==> config.mk <==
export PLATFORM = sky130hd
export DESIGN_NAME = int2fp_flat
export DESIGN_NICKNAME = d
export VERILOG_FILES = /design/src/rtl/fp8_pkg.sv /design/src/rtl/int2fp_if.sv /design/src/rtl/int2fp_ctrl.sv /design/src/rtl/int2fp.sv /design/src/flat_wrapper.sv
export SDC_FILE = /design/constraint.sdc
export NUM_CORES = 1
export LEC_CHECK = 0
export ABC_AREA = 1
export CORE_ASPECT_RATIO = 1.1
export CORE_MARGIN = 3
export CORE_UTILIZATION = 55
export DETAILED_ROUTE_END_ITERATION = 10
export GPL_TIMING_DRIVEN = 0
export MAX_ROUTING_LAYER = met4
export PLACE_DENSITY = 0.82
export SYNTH_ARGS = -nofsm -noshare
export SYNTH_HDL_FRONTEND = slang
export SYNTH_SLANG_ARGS = --single-unit
==> constraint.sdc <==
create_clock -name clk -period 3.8 [get_ports clk]
set_input_delay 0.76 -clock clk [delete_from_list [all_inputs] [get_ports clk]]
set_output_delay 0.76 -clock clk [all_outputs]
set_load 0.1 [all_outputs]
Figure 1. Nets reached from selected ports (run 1).
Drawn at 4 px/um.
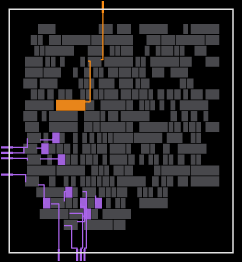
orange -> bus_ovf  # direction output, end cells 1, buffers 1, wire 24.6 um
purple -> bus_din  # direction input, end cells 8, buffers 8, wire 102 um
num ports: 22
Port Buf Inserts: 21

Figure 2. Local utilization (run 1).
Drawn at 6 px/um. The die is cut into 6 by 6 equal tiles; dark blue is low, red is high, 0 to 100% covered.
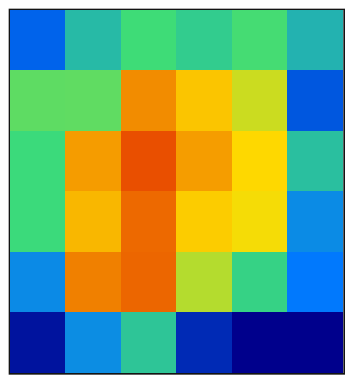
tiles over 75% full = 31%
nearly empty tiles = 5.6%
emptiest ninth of the die = lower right
fullest tile = 91%
densest ninth of the die = center
Floorplan Utilization: 0.584
Placeable Area: 2540 sq um
Post-Route Utilization: 0.697

Figure 3. Met3 routing (run 1).
Drawn at 8 px/um. Cells faint in the background.
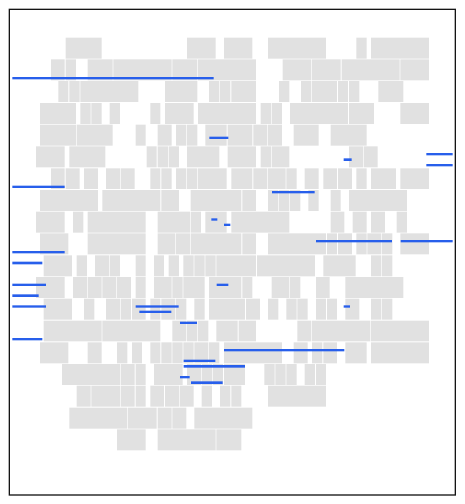
wire length on this layer = 127 um
longest straight run = 24.8 um
share of all routed wire = 4.0%
total wirelength of the detailed-routed design: 3.17 mm
total number of vias: 1395
met3 usage in global routing: 0.0234

==> job_summary.md, run 1 <==
## PnR job results

| Metric | Value |
|---|---|
| Footprint of the flip-flops and latches | 561 sq um |
| All-Layer GR Usage | 0.205 |
| Most area-hungry cell class in the final design | logic gates |
| Worst Skew | 0.00366 ns |
| Share of the yosys chip area belonging to registers | 0.377 |
| Run status | finished, final reports clean |
| Comb. cell area | 810 sq um |
| Total cell area reported by yosys after synthesis | ~1500 sq um |
| Total of cells resized after clock tree synthesis | 0 |
| Die Width | 55.6 um |
| Synthesized cell area | 1490 sq um |
| Crit-path leading delay family | buffers and inverters |
| GR Util met1 | 0.221 |
| Compound-gate portion of the synthesized area | 0.201 |
| RSZ-0062 raised after global routing | no |
| CTS tree | built |
| Cell seen most often among critical-path stages | inv_1 |
| Wire length of the first global-routing pass | ~5.4 mm |
| Count of non-filler cells in the finished layout | between 200 and 300 |
| Finished layout cell area | 1770 sq um |
| Biggest cell delay along the critical path | 1.13 ns |
| Met1 Routed Length | 1.35 mm |
| Power of the combinational group | roughly 900 uW |
| Top Metal Used | met4 |
| Number of non-clock buffers in the layout | 25 |
| Relative area of non-clock buffer cells in the final design | 0.129 |
## Run 2: what changed since run 1
- CORE_UTILIZATION: 55 -> 53
- PLACE_DENSITY: 0.82 -> 0.79
- clock period: 3.8 -> 2.9 ns (I/O delays scaled with it)
Figure 4. Local utilization (run 2).
Drawn at 6 px/um. The die is cut into 6 by 6 equal tiles; dark blue is low, red is high, 0 to 100% covered.
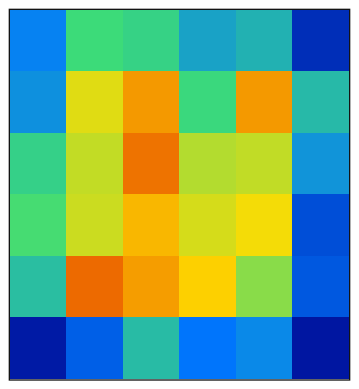
tiles over 75% full = 19%
fullest tile = 88%
densest ninth of the die = center
mean over tiles = 50%
Placeable Area: 2590 sq um
Floorplan Utilization: 0.574
Post-Route Utilization: 0.679

Figure 5. Routed clock nets over the placement (run 2).
Drawn at 6 px/um.
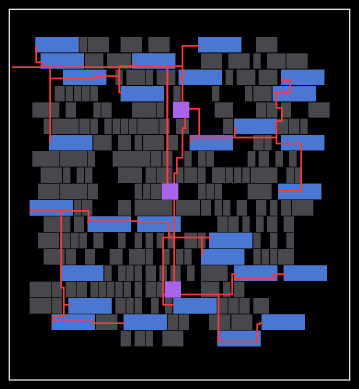
blue -> flip-flops  # count 28
purple -> cells driving clock nets  # count 3
red -> clock wires  # length 326 um
flops lie = widely spread
routed clock nets = 4
clock network power consumption: 159 uW
Worst Skew: 0.00752 ns
clock latency reported for the late side of the worst-skew pair: 0.32 ns
part of the total power dissipated in the clock network: 0.083

==> run 2 against run 1 <==
Effect of this change: utilization fell by 1.7 points; register-to-register slack worse by 0.93 ns; clock skew is 0.0039 ns higher; area after synthesis unchanged; critical path type unchanged; critical endpoint is now bus_done; highest routed layer unchanged.
==> job_summary.md, run 2 <==
## PnR job results

| Metric | Value |
|---|---|
| Top Metal Used | met4 (unchanged) |
| Met3 usage in global routing | 0.0294 (was 0.0234) |
| Count of non-filler cells in the finished layout | 256 (was 257) |
| Total cell area reported by yosys after synthesis | 1490 sq um (unchanged) |
| RSZ-0062 raised after global routing | no (unchanged) |
| Run status | finished, final reports clean (unchanged) |
| Num ports | 22 (unchanged) |
| Compound-gate portion of the synthesized area | 0.201 (unchanged) |
| Total of cells resized after clock tree synthesis | 0 (unchanged) |
| Synthesized cell area | 1490 sq um (unchanged) |
| GR Util met1 | 0.238 (was 0.221) |
| Total wirelength of the detailed-routed design | 3.18 mm (was 3.17 mm) |
| Share of the yosys chip area belonging to registers | 0.377 (unchanged) |
| Crit-path leading delay family | buffers and inverters (unchanged) |
| Wire length of the first global-routing pass | 5.59 mm (was 5.35 mm) |
| Fraction of standard cell area in multi-input logic | 0.460 (was 0.457) |
| Die Width | 56.5 um (was 55.6 um) |
| Number of non-clock buffers in the layout | 25 (unchanged) |
| All-Layer GR Usage | 0.212 (was 0.205) |
| Total number of vias | 1390 (was 1395) |
| Power of the combinational group | 1.17 mW (was 899 uW) |
| Comb. cell area | 810 sq um (unchanged) |
| Most area-hungry cell class in the final design | logic gates (unchanged) |
## Run 3: what changed since run 2
- CAP_MARGIN: default -> 20
Figure 6. Met3 routing (run 3).
Drawn at 8 px/um. Cells faint in the background.
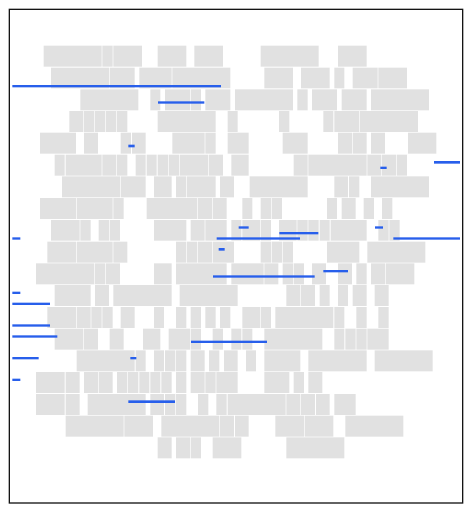
nets with wire on the layer = 20
wire length on this layer = 109 um
share of all routed wire = 3.4%
main direction = horizontal
longest straight run = 25.8 um
total number of vias: 1390
met3 usage in global routing: 0.0294
total wirelength of the detailed-routed design: 3.18 mm

Figure 7. Nets reached from selected ports (run 3).
Drawn at 4 px/um.
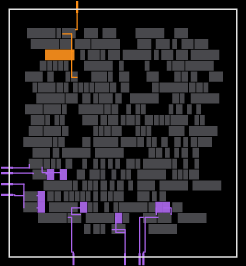
orange -> bus_ovf  # direction output, end cells 1, buffers 1, wire 20.2 um
purple -> bus_din  # direction input, end cells 8, buffers 8, wire 91.6 um

==> run 3 against run 2 <==
Effect of this change: design area unchanged; final cell count did not move; synthesized cell count unchanged; die area did not move; critical endpoint unchanged; largest cell class unchanged; largest power group unchanged.
==> job_summary.md, run 3 <==
## PnR job results

| Metric | Value |
|---|---|
| Top Metal Used | met4 (unchanged) |
| Run status | finished, final reports clean (unchanged) |
| RSZ-0062 raised after global routing | no (unchanged) |
| Crit-path leading delay family | buffers and inverters (unchanged) |
| All-Layer GR Usage | 0.212 (unchanged) |
| Total cell area reported by yosys after synthesis | 1490 sq um (unchanged) |
| Met1 Routed Length | 1.41 mm (unchanged) |
| Number of non-clock buffers in the layout | 25 (unchanged) |
| Num ports | 22 (unchanged) |
| Total of cells resized after clock tree synthesis | 0 (unchanged) |
| Footprint of the flip-flops and latches | 561 sq um (unchanged) |
| Placeable Area | 2590 sq um (unchanged) |
| Biggest cell delay along the critical path | 1.13 ns (about the same) |
| Clock latency reported for the late side of the worst-skew pair | 0.32 ns (about the same) |
| Die Width | 56.5 um (unchanged) |
| Part of the total power dissipated in the clock network | 0.083 (about the same) |
| Floorplan Utilization | 0.574 (unchanged) |
| Comb. cell area | 810 sq um (unchanged) |
| Clock network power consumption | 159 uW (about the same) |
| Power of the combinational group | 1.17 mW (about the same) |
Power and IR drop assume default switching activity.
